[config.mk]
export PLATFORM = sky130hd
export DESIGN_NAME = indication_serializer_flat
export DESIGN_NICKNAME = d
export VERILOG_FILES = /design/src/rtl/indication_serializer_pkg.sv /design/src/rtl/indication_serializer_if.sv /design/src/rtl/indication_serializer_fifo.sv /design/src/rtl/indication_serializer.sv /design/src/flat_wrapper.sv
export SDC_FILE = /design/constraint.sdc
export NUM_CORES = 1
export LEC_CHECK = 0
export ABC_AREA = 1
export CAP_MARGIN = 20
export CORE_MARGIN = 2
export CORE_UTILIZATION = 45
export CTS_CLUSTER_DIAMETER = 60
export DETAILED_ROUTE_END_ITERATION = 6
export PLACE_DENSITY = 0.7
export RECOVER_POWER = 25
export REMOVE_ABC_BUFFERS = 1
export SLEW_MARGIN = 30
export SYNTH_ARGS = -nofsm -noshare
export SYNTH_HDL_FRONTEND = slang
export SYNTH_SLANG_ARGS = --single-unit
[constraint.sdc]
create_clock -name CLK -period 7.7 [get_ports CLK]
set_input_delay 1.54 -clock CLK [delete_from_list [all_inputs] [get_ports CLK]]
set_output_delay 1.54 -clock CLK [all_outputs]
set_load 0.02 [all_outputs]
[src/rtl/indication_serializer_pkg.sv]
// Shared message geometry, field offsets and serializer state encoding.
package indication_serializer_pkg;

    localparam int unsigned MSG_W    = 96;
    localparam int unsigned WORD_W   = 32;
    localparam int unsigned TAG_LSB  = 64;
    localparam int unsigned METH_LSB = 32;
    localparam int unsigned V_LSB    = 0;

    typedef enum logic [1:0] {
        ST_IDLE = 2'd0,
        ST_W0   = 2'd1,
        ST_W1   = 2'd2,
        ST_W2   = 2'd3
    } ser_state_t;

    // Extract one 32-bit word of a message starting at the given bit offset.
    function automatic logic [WORD_W-1:0] msg_field(input logic [MSG_W-1:0] msg,
                                                    input int unsigned    lsb);
        return msg[lsb +: WORD_W];
    endfunction

endpackage

[src/rtl/indication_serializer_if.sv]
// Enqueue and beat handshake bundle between a producer/consumer and the serializer.
interface indication_serializer_if;
    import indication_serializer_pkg::*;

    logic                enq__ENA;
    logic [MSG_W-1:0]    enq_v;
    logic                enq__RDY;
    logic                beat__ENA;
    logic [WORD_W-1:0]   beat_data;
    logic                beat_last;
    logic                beat__RDY;

    modport master (
        output enq__ENA, enq_v, beat__RDY,
        input  enq__RDY, beat__ENA, beat_data, beat_last
    );

    modport slave (
        input  enq__ENA, enq_v, beat__RDY,
        output enq__RDY, beat__ENA, beat_data, beat_last
    );

endinterface

[src/rtl/indication_serializer_fifo.sv]
// Message FIFO: DEPTH entries of 96 bits, registered pointers and occupancy.
module indication_fifo
    import indication_serializer_pkg::*;
#(
    parameter int unsigned DEPTH = 2
) (
    input  logic                        CLK,
    input  logic                        nRST,
    input  logic                        i_push,
    input  logic                        i_pop,
    input  logic [MSG_W-1:0]            i_data,
    output logic [MSG_W-1:0]            o_data,
    output logic                        o_full,
    output logic                        o_empty,
    output logic [$clog2(DEPTH):0]      o_count
);

    localparam int unsigned AW    = $clog2(DEPTH);
    localparam int unsigned CNT_W = AW + 1;

    logic [MSG_W-1:0] r_mem [DEPTH];
    logic [AW-1:0]    r_wr_ptr;
    logic [AW-1:0]    r_rd_ptr;
    logic [CNT_W-1:0] r_count;

    logic w_do_push;
    logic w_do_pop;

    assign o_full    = (r_count == CNT_W'(DEPTH));
    assign o_empty   = (r_count == '0);
    assign o_count   = r_count;
    assign o_data    = r_mem[r_rd_ptr];
    assign w_do_push = i_push && !o_full;
    assign w_do_pop  = i_pop && !o_empty;

    // Storage write; contents are deliberately left unreset.
    always_ff @(posedge CLK) begin
        if (w_do_push) begin
            r_mem[r_wr_ptr] <= i_data;
        end
    end

    // Pointer and occupancy bookkeeping; pointers wrap naturally at power-of-two DEPTH.
    always_ff @(posedge CLK) begin
        if (!nRST) begin
            r_wr_ptr <= '0;
            r_rd_ptr <= '0;
            r_count  <= '0;
        end else begin
            if (w_do_push) begin
                r_wr_ptr <= r_wr_ptr + AW'(1);
            end
            if (w_do_pop) begin
                r_rd_ptr <= r_rd_ptr + AW'(1);
            end
            case ({w_do_push, w_do_pop})
                2'b10:   r_count <= r_count + CNT_W'(1);
                2'b01:   r_count <= r_count - CNT_W'(1);
                default: r_count <= r_count;
            endcase
        end
    end

endmodule

[src/rtl/indication_serializer.sv]
// Buffers 96-bit indication messages and emits each as three 32-bit beats.
module indication_serializer
    import indication_serializer_pkg::*;
#(
    parameter int unsigned DEPTH = 2
) (
    input  logic                      CLK,
    input  logic                      nRST,
    indication_serializer_if.slave    bus,
    output logic [15:0]               msg_count
);

    localparam int unsigned CNT_W = $clog2(DEPTH) + 1;

    ser_state_t        r_state;
    ser_state_t        w_state_nxt;
    logic [15:0]       r_msg_count;

    logic [MSG_W-1:0]  w_head;
    logic              w_full;
    logic              w_empty;
    logic [CNT_W-1:0]  w_count;
    logic              w_push;
    logic              w_xfer;
    logic              w_pop;
    logic              w_more;

    assign w_push = bus.enq__ENA && !w_full;
    assign w_xfer = (r_state != ST_IDLE) && bus.beat__RDY;
    assign w_pop  = w_xfer && (r_state == ST_W2);
    // After popping the head, another message remains if one was already queued
    // behind it or one is being accepted in the same cycle.
    assign w_more = (w_count > CNT_W'(1)) || w_push;

    indication_fifo #(
        .DEPTH (DEPTH)
    ) u_fifo (
        .CLK     (CLK),
        .nRST    (nRST),
        .i_push  (w_push),
        .i_pop   (w_pop),
        .i_data  (bus.enq_v),
        .o_data  (w_head),
        .o_full  (w_full),
        .o_empty (w_empty),
        .o_count (w_count)
    );

    // Next-state selection; IDLE looks at the incoming push so the first beat
    // appears the cycle right after the accepting edge.
    always_comb begin
        w_state_nxt = r_state;
        case (r_state)
            ST_IDLE: if (w_push || !w_empty) w_state_nxt = ST_W0;
            ST_W0:   if (w_xfer) w_state_nxt = ST_W1;
            ST_W1:   if (w_xfer) w_state_nxt = ST_W2;
            ST_W2:   if (w_xfer) w_state_nxt = w_more ? ST_W0 : ST_IDLE;
            default: w_state_nxt = ST_IDLE;
        endcase
    end

    // State register.
    always_ff @(posedge CLK) begin
        if (!nRST) begin
            r_state <= ST_IDLE;
        end else begin
            r_state <= w_state_nxt;
        end
    end

    // Completed-message counter, wraps at 16 bits.
    always_ff @(posedge CLK) begin
        if (!nRST) begin
            r_msg_count <= '0;
        end else if (w_pop) begin
            r_msg_count <= r_msg_count + 16'd1;
        end
    end

    // Beat word selection from the head message.
    always_comb begin
        bus.beat_data = '0;
        case (r_state)
            ST_W0:   bus.beat_data = msg_field(w_head, TAG_LSB);
            ST_W1:   bus.beat_data = msg_field(w_head, METH_LSB);
            ST_W2:   bus.beat_data = msg_field(w_head, V_LSB);
            default: bus.beat_data = '0;
        endcase
    end

    assign bus.enq__RDY  = !w_full;
    assign bus.beat__ENA = (r_state != ST_IDLE);
    assign bus.beat_last = (r_state == ST_W2);
    assign msg_count     = r_msg_count;

endmodule

[src/flat_wrapper.sv]
// flat-port wrapper written by rule: the top's interface ports become plain ports
module indication_serializer_flat import indication_serializer_pkg::*;
#(
    parameter int unsigned DEPTH = 2
)
  (CLK, nRST, msg_count, bus_enq__ENA, bus_enq_v, bus_beat__RDY, bus_enq__RDY, bus_beat__ENA, bus_beat_data, bus_beat_last);
  indication_serializer_if bus_i ();
  input  logic CLK;
  input  logic nRST;
  output logic [15:0] msg_count;
  input wire logic [$bits(bus_i.enq__ENA)-1:0] bus_enq__ENA;
  input wire logic [$bits(bus_i.enq_v)-1:0] bus_enq_v;
  input wire logic [$bits(bus_i.beat__RDY)-1:0] bus_beat__RDY;
  output wire logic [$bits(bus_i.enq__RDY)-1:0] bus_enq__RDY;
  output wire logic [$bits(bus_i.beat__ENA)-1:0] bus_beat__ENA;
  output wire logic [$bits(bus_i.beat_data)-1:0] bus_beat_data;
  output wire logic [$bits(bus_i.beat_last)-1:0] bus_beat_last;
  assign bus_i.enq__ENA = bus_enq__ENA;
  assign bus_i.enq_v = bus_enq_v;
  assign bus_i.beat__RDY = bus_beat__RDY;
  assign bus_enq__RDY = bus_i.enq__RDY;
  assign bus_beat__ENA = bus_i.beat__ENA;
  assign bus_beat_data = bus_i.beat_data;
  assign bus_beat_last = bus_i.beat_last;
  indication_serializer #(.DEPTH(DEPTH)) u_core (.CLK(CLK), .nRST(nRST), .bus(bus_i), .msg_count(msg_count));
endmodule
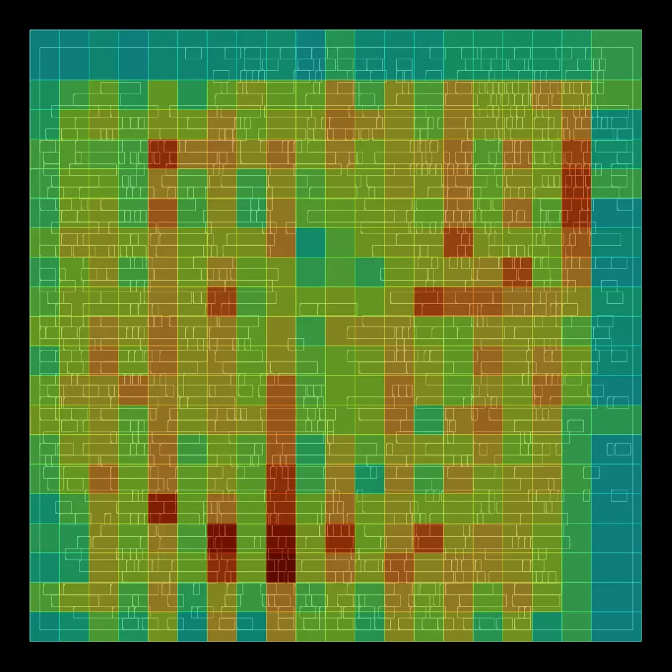
run_1/final_congestion.png
met2 usage: 0.294
met3 usage: 0.0345
GRT Resource Usage Total: 0.181
GRT met1 Usage: 0.251

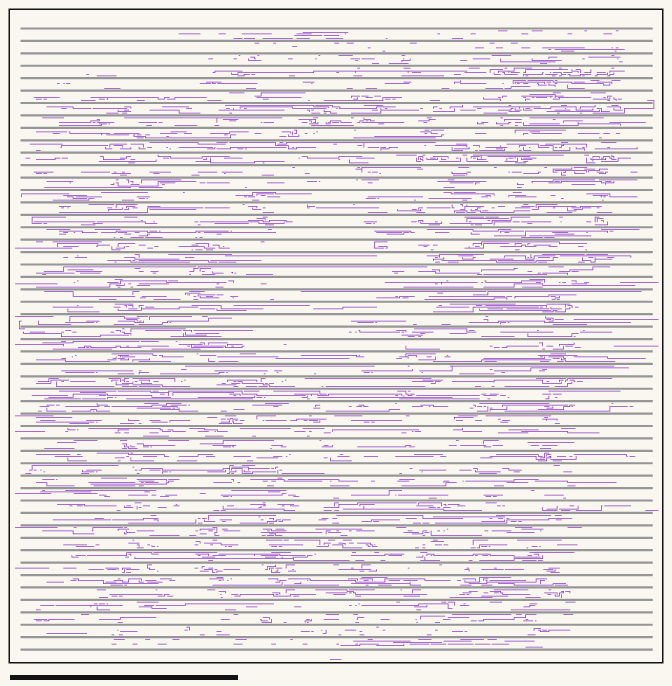
run_1/met1.png
Scale bar: 50 um. Supply wires on this layer in grey.
nets with wire on the layer: 874
longest straight run: 50.1 um
share of all routed wire: 44%
main direction: horizontal

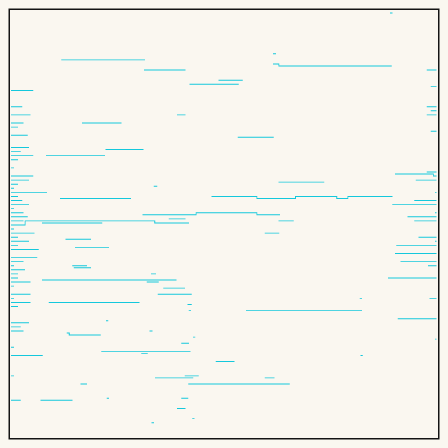
run_1/met3.png
nets with wire on the layer: 100
longest straight run: 44.6 um
share of all routed wire: 5.7%

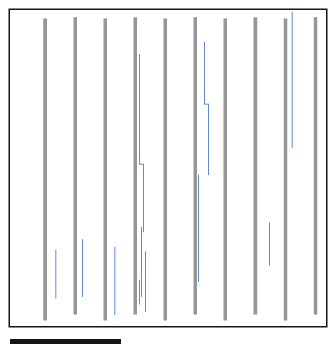
run_1/met4.png
Scale bar: 50 um. Supply wires on this layer in grey.
main direction: vertical
longest straight run: 61.2 um

==> results_slide.txt, run 1 <==
Physical Implementation Snapshot

Outcome
  • Status: finished clean

Timing
  • RSZ-0062 raised after global routing: false
  • Min setup slack post-route: 3.29 ns
  • Worst-case headroom to the max-slew limit: 0.416
  • Final Max-Slew Violation Tally: 0
  • Achievable clock frequency: 0.227 GHz
  • Setup skew after layout: 0.00774 ns

Floorplan
  • Num ports: 151
  • Cell Rows: 50
  • Pre-placement core utilization: 0.460
  • Die extent in y: 143 um
  • Die outline width: 143 um
  • Core area: 18,800 um^2
  • Area of the die: 20,400 um^2

Clocking
  • CTS tree: done
  • Clock slew at reported path FFs: 0.06 ns
  • Clock sink count: 215
  • Setup Fix Bufs, Post-CTS: 0
  • Maximum buffer depth of the clock tree: 3
  • Number of levels in the clock H-tree: 1
  • Inserted Clock Buffers: 24

Power
  • Final Total Pwr: 3.10 mW
  • Logic power comb: 0.660 mW
  • Switching portion of total power: 0.280
  • Top power group: sequential cells
  • Clock network power share: 0.335
  • Seq pwr: 1.40 mW
  • P_leak: 4.06 nW
  • Switching power: 0.866 mW
  • Clk pwr: 1.04 mW
  • Internal: 2.23 mW
  • PD cells: 279 nW/um^2

Layout
  • Dominant kind of cell: registers
  • Most flops, register: u_core.u_fifo.r_mem
  • MI comb cells: 411
  • Clock tree buffer count of the final layout: 31
  • Area used by sequential logic in the layout: 6230 um^2
  • Tally of filler cells in the layout: 1,531
  • Sequential cell area share: 0.561
  • Post-layout instance area: 11,100 um^2
  • FFs & Latches: 215
  • Non-CTS buffers: 156
  • Net count of the finished layout: 976
  • Non-Clock Buffer Area Fraction: 0.141
  • Non-filler cells, final: 1,144
  • # diodes: 1
  • Number of flip-flops in the largest register: 192
  • Area growth from synthesis to final layout: 28.1%
  • Area of the multi-input gates: 2040 um^2

Detailed routing
  • Routed vias: 5,787
  • DR iter-0 viols: 374
  • Wirelength per Cell: 16.1 um
  • Drc violations: 0

Synth
  • Synthesized area divided by synthesized cell count: 12.0 um^2
  • Synth Flop Type: sky130_fd_sc_hd__edfxtp_1
  • Leading area contributor after synthesis: sky130_fd_sc_hd__edfxtp_1
  • Sequential fraction of the synthesis area: 0.718
  • Post-synth top cells: 192 x sky130_fd_sc_hd__edfxtp_1, 155 x sky130_fd_sc_hd__nor2_1, 101 x sky130_fd_sc_hd__o21ai_0, 68 x sky130_fd_sc_hd__nand2_1, 56 x sky130_fd_sc_hd__inv_1
  • YS warnings: 0
  • Share of the synthesized area in the top cell type: 0.665
  • Post-synthesis instance total: 720
  • Number of enable flip-flop cells: 192
  • Number of flip-flops and latches in the synthesized netlist: 215
  • Post-synthesis cell area: 8670 um^2
  • Chip area line of the yosys report: 8670 um^2
  • Most numerous cell in the Yosys netlist: sky130_fd_sc_hd__edfxtp_1

Place
  • Pre-CTS setup slack: 3.31 ns
  • Count of buffers from port buffering: 150
  • Count of placed standard cells including taps: 1,100
  • Final weighted congestion in routability-driven placement: 0.758
  • DP Area: 10,400 um^2

Critical path
  • Crit start category: flip-flop
  • Category of the most critical setup path: reg2out
  • Worst R2R Path Depth: 7
  • Setup crit end kind: output port
  • Worst path slowest cell: sky130_fd_sc_hd__inv_4
  • Ordered list of cells on the worst path: inv_4 -> o21ai_0 -> o221ai_1 -> nand2_1 -> inv_1 -> clkdlybuf4s50_1
  • FF-to-FF setup slack: 4.96 ns
  • CP Capture Point: bus_beat_data[9]

Global routing
  • Maximum number of pins on one net before global-route repair: 98
  • Number of global-route vias before repair: 5,579
  • Initial antenna violation count: 1
  • GR Overflow Total: 0
  • Gr busiest metal: met2

Min path
  • Worst Hold Depth: 1
  • Type of the most critical hold path: reg2reg
  • Source of the worst hold timing path: u_core.u_fifo.r_rd_ptr$_SDFFE_PN0P_

Job
  • Tally of max-capacitance violations: 0
  • OpenROAD warning count: 30
[run 1: critical path, delay by kind of cell (launching register included)]
family / cells / cell delay [ns]
simple gates: 1 / 0.11
compound gates: 2 / 0.38
flops: 1 / 0.47
buf+inv: 3 / 1.36
[run 1: logic make-up after synthesis]
kind of cell               count (synthesis)  share of synthesized area
adders and majority gates                  9                     0.0130
AOI/OAI and AO/OA                        150                      0.101
buffers and inverters                     94                     0.0475
and+or+nand+nor                          247                      0.115
DFF                                      215                      0.718
xor gates and xnor gates                   5                    0.00505
[run 1: metal layers]
layer | up-vias | part of all wire
li1 | 2829 | -
met5 | - | 0
met4 | 0 | 0.023
met1 | 2763 | 0.44
met2 | 165 | 0.48
met3 | 30 | 0.057
run_1/met2.png
Cells faint in the background.
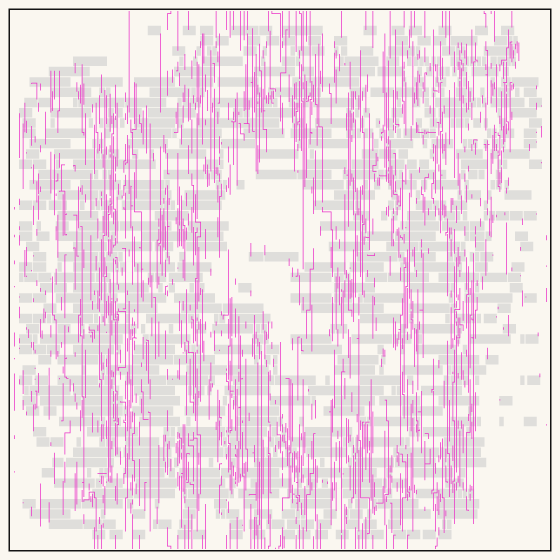

--- run 2 (diff from run 1) ---
==> constraint.sdc (replaced) <==
create_clock -name CLK -period 4.5 [get_ports CLK]
set_input_delay 0.9 -clock CLK [delete_from_list [all_inputs] [get_ports CLK]]
set_output_delay 0.9 -clock CLK [all_outputs]
set_load 0.02 [all_outputs]
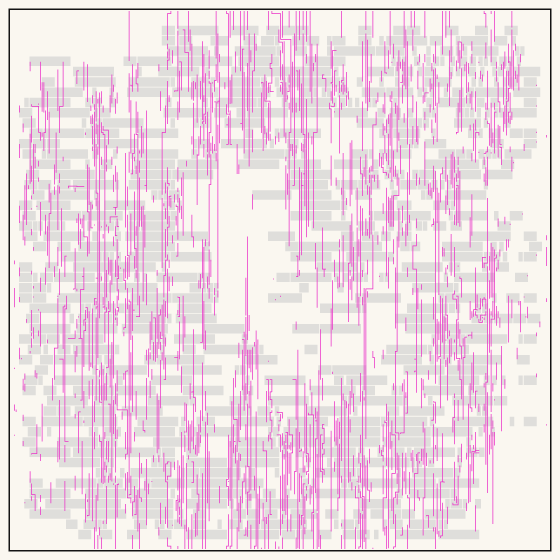
run_2/met2.png
Cells faint in the background.
main direction: vertical
wire length on this layer: 9,100 um
share of all routed wire: 49%
nets with wire on the layer: 775

==> run 2 against run 1 <==
Die size did not move; sequential share of layout area rose by 0.21 points; total power rose by 68%; first-iteration DRC count fell by 13%; synthesized area did not move; clock power rose by about 60%; flip-flop count did not move; non-clock buffer count rose by 1; count of clock-buffer cells in the layout rose by 3; wire length rose by 1.0%; critical endpoint is now bus_beat_data[6]; largest power group unchanged.
==> results_slide.txt, run 2 <==
Physical Implementation Snapshot

Critical path
  • Crit path buffers/inverters: 3
  • Gate family responsible for the most delay along the worst path: buffers and inverters
  • Category of the most critical setup path: reg2out
  • Number of cells on the critical path: 6
  • Required time worst endpoint: 3.60 ns
  • Ordered list of cells on the worst path: buf_4 -> o21ai_0 -> o221ai_1 -> nand2_1 -> inv_1 -> clkdlybuf4s50_1
  • Setup crit end kind: output port
  • Crit start category: flip-flop
  • Worst R2R Path Depth: 9
  • Critical path peak fanout: 58
  • CP Capture Point: bus_beat_data[6]
  • End of the worst register-to-register path: u_core.u_fifo.o_count[1]$_SDFFE_PN0P_
  • Worst path slowest cell: sky130_fd_sc_hd__dfxtp_4
  • FF-to-FF setup slack: 1.89 ns

Job
  • Tally of max-capacitance violations: 0
  • OpenROAD warning count: 30

Floorplan
  • Pre-placement core utilization: 0.460
  • Die outline width: 143 um
  • Die extent in y: 143 um
  • Area of the die: 20,400 um^2
  • Core area: 18,800 um^2
  • Cell Rows: 50
  • Num ports: 151
  • N_taps: 260

Layout
  • Non-CTS buffers: 157
  • MI comb cells: 411
  • Non-filler cells, final: 1,145
  • FFs & Latches: 215
  • Sequential cell area share: 0.563
  • Share of layout cells above drive strength 1: 0.0533
  • Post-layout instance area: 11,100 um^2
  • Clock tree buffer count of the final layout: 34
  • Most flops, register: u_core.u_fifo.r_mem
  • Area of the multi-input gates: 2040 um^2
  • # diodes: 3
  • Non-Clock Buffer Area Fraction: 0.143
  • Dominant kind of cell: registers
  • Final core utilization: 0.587
  • Area used by sequential logic in the layout: 6230 um^2
  • Number of flip-flops in the largest register: 192
  • Comb area share: 0.185
  • Tally of filler cells in the layout: 1,570
  • Net count of the finished layout: 976
  • Area growth from synthesis to final layout: 27.6%
  • Non-clock inverter total of the final layout: 59

Timing
  • Slew @ Worst Pin: 0.916 ns
  • RSZ-0062 raised after global routing: false
  • Setup skew after layout: 0.00599 ns
  • Total of endpoints with negative setup slack in the final report: 0
  • Worst-case headroom to the max-slew limit: 0.390
  • Min setup slack post-route: 0.641 ns
  • Fin Hold WS: 0.459 ns
  • Achievable clock frequency: 0.259 GHz
  • Final Max-Slew Violation Tally: 0
  • Final-layout setup total negative slack: 0 ns
  • Hold violation count in the final report: 0

Power
  • Final Total Pwr: 5.21 mW
  • PD cells: 471 nW/um^2
  • P_leak: 4.03 nW

Place
  • Pre-CTS setup slack: 1.14 ns
  • DPL Wire Length: 11,300 um
  • Final weighted congestion in routability-driven placement: 0.745
  • DP Area: 10,400 um^2
  • Count of buffers from port buffering: 150
  • Count of placed standard cells including taps: 1,102

Synth
  • Multiplexer share: 0
  • AND-OR/OR-AND share of the synthesized area: 0.101
  • Number of enable flip-flop cells: 192
  • YS warnings: 0
  • Synth Flop Type: sky130_fd_sc_hd__edfxtp_1
  • FFs w/ async S/R, synth: 0
  • # Cells Yosys: 720
  • Parity-gate share of the synthesized area counting xor and xnor cells: 0.00505
  • Synthesized area divided by synthesized cell count: 12.0 um^2
  • Area fraction in and, or, nand and nor cells after synthesis: 0.115
  • Number of flip-flops and latches in the synthesized netlist: 215
  • Adder-cell area share of the yosys netlist: 0.0130
  • Synth logic family: simple AND/OR/NAND/NOR gates
  • Post-synth top cells: 192 x sky130_fd_sc_hd__edfxtp_1, 155 x sky130_fd_sc_hd__nor2_1, 101 x sky130_fd_sc_hd__o21ai_0, 68 x sky130_fd_sc_hd__nand2_1, 56 x sky130_fd_sc_hd__inv_1
  • Leading area contributor after synthesis: sky130_fd_sc_hd__edfxtp_1
  • Post-synthesis cell area: 8670 um^2
  • Chip area line of the yosys report: 8670 um^2
  • Post-synthesis instance total: 720
  • Share of the synthesized area in the top cell type: 0.665
  • Sequential fraction of the synthesis area: 0.718
  • Most numerous cell in the Yosys netlist: sky130_fd_sc_hd__edfxtp_1

Clocking
  • Clock sink count: 215
  • Maximum buffer depth of the clock tree: 3
  • Latest clock arrival within the worst-skew pair: 0.49 ns
  • Clock slew at reported path FFs: 0.06 ns
  • CTS tree: done
  • Setup Fix Bufs, Post-CTS: 0
  • Inserted Clock Buffers: 23
  • Post_cts resized: 0
  • Quantity of hold-fixing buffers added after cts: 0
  • Number of levels in the clock H-tree: 1

Detailed routing
  • Met2 WL: 9100 um
  • Total met3 wirelength after detailed routing: 1200 um
  • Routed vias: 5,763
  • Drc violations: 0
  • Top layer reached by signal wires: met4
  • DRT Pass-1 Iters: 4
  • Routed length on met1: 8030 um
  • Wirelength per Cell: 16.3 um
  • DR iter-0 viols: 327

Min path
  • Type of the most critical hold path: reg2reg
  • Source of the worst hold timing path: u_core.u_fifo.r_rd_ptr$_SDFFE_PN0P_

Global routing
  • Maximum number of pins on one net before global-route repair: 97
  • Number of global-route vias before repair: 5,625
  • Initial antenna violation count: 3
  • First-pass GRT wire length: 29,100 um
  • GR Overflow Total: 0

Outcome
  • Status: finished clean
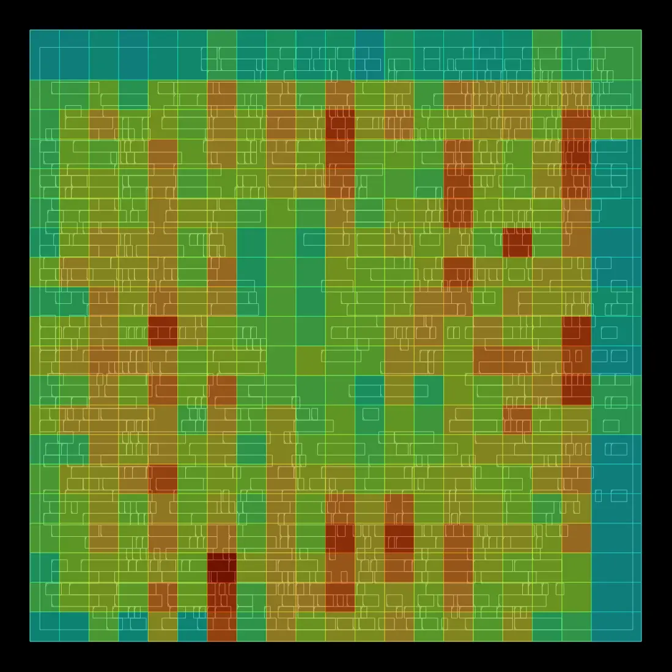
run_2/final_congestion.png
GRT Resource Usage Total: 0.182
met3 usage: 0.0379
GRT met1 Usage: 0.242
met2 usage: 0.308
gr busiest metal: met2

==> run 2: cell counts after synthesis <==
No cell type changed its count.
==> run 2: worst min path at each step <==
stage	slack [ns]	cells after the start	endpoint
global placement	0.44	1	u_core.u_fifo.r_rd_ptr$_SDFFE_PN0P_
detailed placement	0.45	1	u_core.u_fifo.r_rd_ptr$_SDFFE_PN0P_
floorplan	0.43	1	flip-flop
global route	0.48	1	u_core.u_fifo.r_rd_ptr$_SDFFE_PN0P_
finish	0.46	1	u_core.u_fifo.r_rd_ptr$_SDFFE_PN0P_
CTS	0.46	1	u_core.u_fifo.r_rd_ptr$_SDFFE_PN0P_
==> run 2: report_power, final <==
part	internal, mW	leakage (nW)	switching, mW
clock	0.951	0.313	0.705
sequential	2.35	1.98	0.0448
combinational	0.452	1.74	0.707
total	3.76	4.03	1.46
run_2/met1.png
Scale bar: 50 um. Supply wires on this layer in grey.
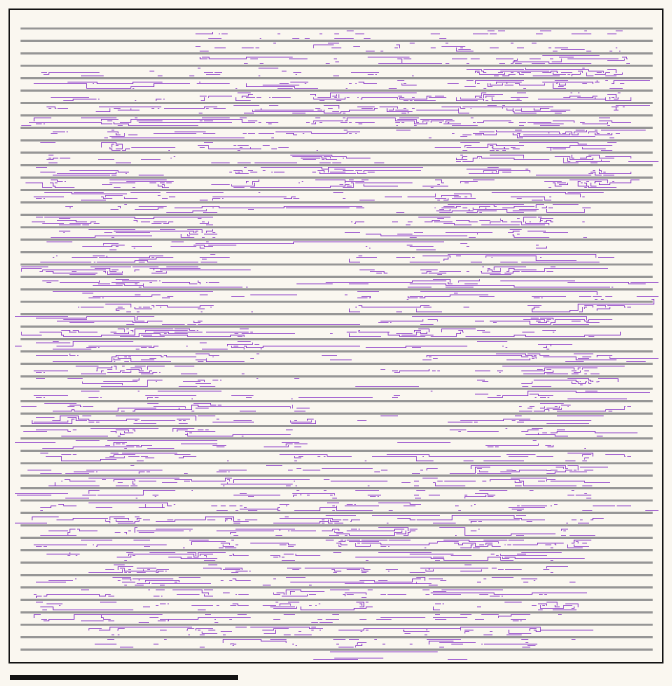

--- run 3 (diff from run 2) ---
--- a/config.mk
+++ b/config.mk
@@ -7,11 +7,10 @@
 export LEC_CHECK = 0
 export ABC_AREA = 1
 export CAP_MARGIN = 20
-export CORE_MARGIN = 2
-export CORE_UTILIZATION = 45
+export CORE_UTILIZATION = 53
 export CTS_CLUSTER_DIAMETER = 60
 export DETAILED_ROUTE_END_ITERATION = 6
-export PLACE_DENSITY = 0.7
+export PLACE_DENSITY = 0.8
 export RECOVER_POWER = 25
 export REMOVE_ABC_BUFFERS = 1
 export SLEW_MARGIN = 30
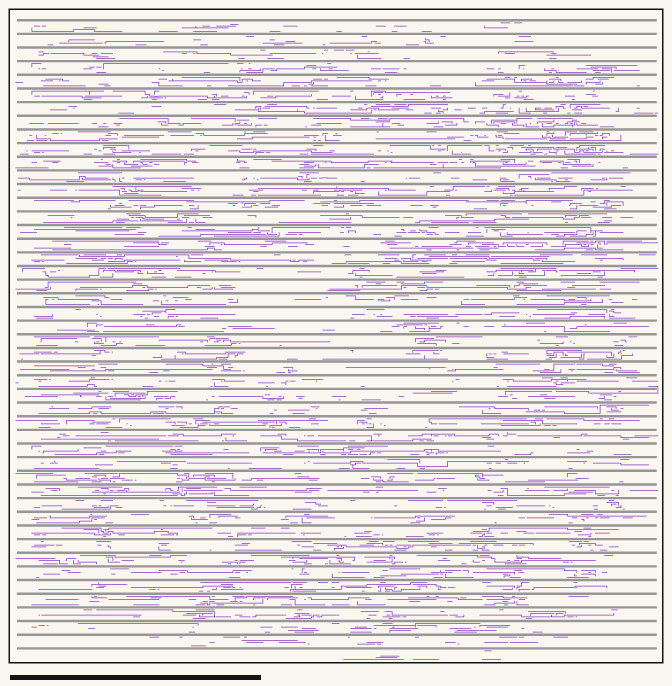
run_3/met1.png
Scale bar: 50 um. Supply wires on this layer in grey.
wire length on this layer: 7,840 um
share of all routed wire: 42%
main direction: horizontal
longest straight run: 30.8 um

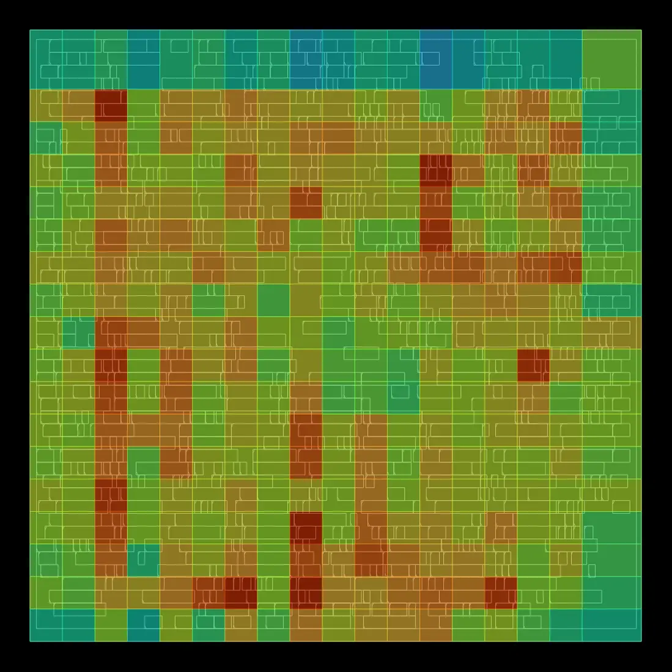
run_3/final_congestion.png
GRT Resource Usage Total: 0.222
met2 usage: 0.391

==> run 3 against run 2 <==
Sequential power about the same; clock skew rose by 0.0030 ns; first-iteration DRC count down 3.1%; non-clock buffer count unchanged; sequential share of layout area is 0.13 points higher; combinational power about the same; largest power group unchanged; die size is 17% lower; flip-flop count did not move.
==> results_slide.txt, run 3 <==
Physical Implementation Snapshot

Outcome
  • Status: finished clean

Layout
  • Leading cell types in the layout, fill and taps excluded: 192 x sky130_fd_sc_hd__edfxtp_1, 153 x sky130_fd_sc_hd__nor2_1, 101 x sky130_fd_sc_hd__o21ai_0, 93 x sky130_fd_sc_hd__clkdlybuf4s50_1, 68 x sky130_fd_sc_hd__nand2_1
  • Net count of the finished layout: 975
  • Post-layout instance area: 11,000 um^2
  • Area growth from synthesis to final layout: 27.4%
  • Non-filler cells, final: 1,099
  • Final core utilization: 0.692
  • Most flops, register: u_core.u_fifo.r_mem
  • Most frequent logic cell in the layout: sky130_fd_sc_hd__edfxtp_1
  • Number of flip-flops in the largest register: 192
  • Share of layout cells above drive strength 1: 0.0602

Timing
  • Setup skew after layout: 0.00900 ns
  • Worst-case headroom to the max-slew limit: 0.410
  • Total of endpoints with negative setup slack in the final report: 0
  • Min setup slack post-route: 0.591 ns
  • Part of the cycle the worst path needs: 0.869
  • Clock period minus worst slack: 3.91 ns
  • Final-layout setup total negative slack: 0 ns
  • Fin Hold WS: 0.448 ns
  • Slew @ Worst Pin: 0.885 ns
  • Hold violation count in the final report: 0
  • Final Max-Slew Violation Tally: 0
  • Achievable clock frequency: 0.256 GHz
  • RSZ-0062 raised after global routing: false

Synth
  • AND-OR/OR-AND share of the synthesized area: 0.101
  • Top cells by area in the synthesized netlist: sky130_fd_sc_hd__edfxtp_1 67%, sky130_fd_sc_hd__nor2_1 6.7%, sky130_fd_sc_hd__o21ai_0 5.8%
  • Adder-cell area share of the yosys netlist: 0.0130
  • FFs w/ async S/R, synth: 0
  • Number of enable flip-flop cells: 192
  • YS warnings: 0
  • Distinct cells, synth: 28
  • Post-synthesis cell area: 8670 um^2
  • Synth logic family: simple AND/OR/NAND/NOR gates
  • Post-synth top cells: 192 x sky130_fd_sc_hd__edfxtp_1, 155 x sky130_fd_sc_hd__nor2_1, 101 x sky130_fd_sc_hd__o21ai_0, 68 x sky130_fd_sc_hd__nand2_1, 56 x sky130_fd_sc_hd__inv_1
  • Parity-gate share of the synthesized area counting xor and xnor cells: 0.00505
  • Number of flip-flops and latches in the synthesized netlist: 215
  • Chip area line of the yosys report: 8670 um^2
  • Synthesized area divided by synthesized cell count: 12.0 um^2
  • Post-synthesis instance total: 720
  • Most numerous cell in the Yosys netlist: sky130_fd_sc_hd__edfxtp_1
  • Synth Flop Type: sky130_fd_sc_hd__edfxtp_1
  • # Cells Yosys: 720
  • Share of the synthesized area in the top cell type: 0.665
  • Multiplexer share: 0
  • Leading area contributor after synthesis: sky130_fd_sc_hd__edfxtp_1
  • Area fraction in and, or, nand and nor cells after synthesis: 0.115
  • Sequential fraction of the synthesis area: 0.718

Detailed routing
  • Total met3 wirelength after detailed routing: 1100 um
  • Total wire length: 18,500 um
  • Routed length on met1: 7840 um
  • Routed via count divided by cell count: 5.33
  • Drc violations: 0
  • Wirelength per Cell: 16.8 um
  • Met2 WL: 9300 um
  • Top layer reached by signal wires: met4
  • DRT Pass-1 Iters: 5
  • DR iter-0 viols: 317
  • Remaining antenna violation count: 0
  • Routed vias: 5,853

Job
  • Tally of max-capacitance violations: 0
  • OpenROAD warning count: 30

Floorplan
  • Die outline width: 130 um
  • Num ports: 151
  • Area of the die: 16,900 um^2
  • Die extent in y: 130 um
  • Core area: 15,900 um^2
  • Pre-placement core utilization: 0.544
  • Cell Rows: 46

Global routing
  • Met3 usage: 0.0385
  • Initial antenna violation count: 2
  • Maximum number of pins on one net before global-route repair: 97
  • Gr busiest metal: met2
  • GRT met1 Usage: 0.286
  • Number of global-route vias before repair: 5,837
  • GR Overflow Total: 0
  • First-pass GRT wire length: 28,800 um

Place
  • Count of placed standard cells including taps: 1,058
  • DP Area: 10,300 um^2
  • DPL Wire Length: 11,300 um
  • Count of buffers from port buffering: 150
  • Final weighted congestion in routability-driven placement: 0.782
  • Pre-CTS setup slack: 1.13 ns

Clocking
  • Inserted Clock Buffers: 22
  • Number of levels in the clock H-tree: 1
  • Post_cts resized: 0
  • Quantity of hold-fixing buffers added after cts: 0
  • Clock sink count: 215
  • Setup Fix Bufs, Post-CTS: 0
  • Maximum buffer depth of the clock tree: 3
  • Latest clock arrival within the worst-skew pair: 0.49 ns
  • Clock slew at reported path FFs: 0.06 ns
  • CTS tree: done
  • Clock tree root driver cell: sky130_fd_sc_hd__clkbuf_16

Critical path
  • Origin of the critical flop-to-flop path: u_core.r_state[0]$_SDFFE_PN0P_
  • Worst path slowest cell: sky130_fd_sc_hd__buf_4
  • Maximum single-stage delay on the critical path: 0.67 ns
  • End of the worst register-to-register path: u_core.u_fifo.o_count[1]$_SDFFE_PN0P_
  • Worst R2R Path Depth: 8
  • Setup crit end kind: output port
  • Required time worst endpoint: 3.60 ns
  • Crit start category: flip-flop
  • Category of the most critical setup path: reg2out
  • Ordered list of cells on the worst path: buf_4 -> o21ai_0 -> o221ai_1 -> nand2_1 -> inv_1 -> clkdlybuf4s50_1
  • Critical Path AT: 3.01 ns
  • CP Capture Point: bus_beat_data[13]
  • FF-to-FF setup slack: 1.85 ns
  • Critical path peak fanout: 80

Power
  • Worst IR drop on VDD: 354 uV
  • Final Total Pwr: 5.28 mW
  • PD cells: 478 nW/um^2
  • P_leak: 4.07 nW

Min path
  • Source of the worst hold timing path: u_core.u_fifo.r_rd_ptr$_SDFFE_PN0P_
  • Type of the most critical hold path: reg2reg
  • Worst Hold Depth: 1
  • Endpoint of the worst hold-timing path: u_core.u_fifo.r_rd_ptr$_SDFFE_PN0P_
[run 3: cell counts after synthesis]
No cell type changed its count.
[run 3: power by group]
group	internal, mW	switching, mW
Combinational	0.431	0.705
Sequential	2.35	0.0439
Clock	1.04	0.709
[run 3: critical path: cells and delay by family, from the launching register on]
kind / cells / cell delay (ns)
buffers and inverters: 3 / 1.36
AND-OR/OR-AND: 2 / 0.53
flip-flops: 1 / 0.47
AND/OR/NAND/NOR: 1 / 0.09
[run 3: cell type report]
type / count / area [um^2]
Tap cell: 216 / 270
Inverter: 59 / 224
Clock inverter: 14 / 115
Sequential cell: 215 / 6230
Timing Repair Buffer: 157 / 1570
Multi-Input combinational cell: 411 / 2040
Fill cell: 1167 / 4910
Antenna cell: 2 / 5.00
Clock buffer: 25 / 583
Power figures rest on the tool's default switching activity, not on a simulated workload.
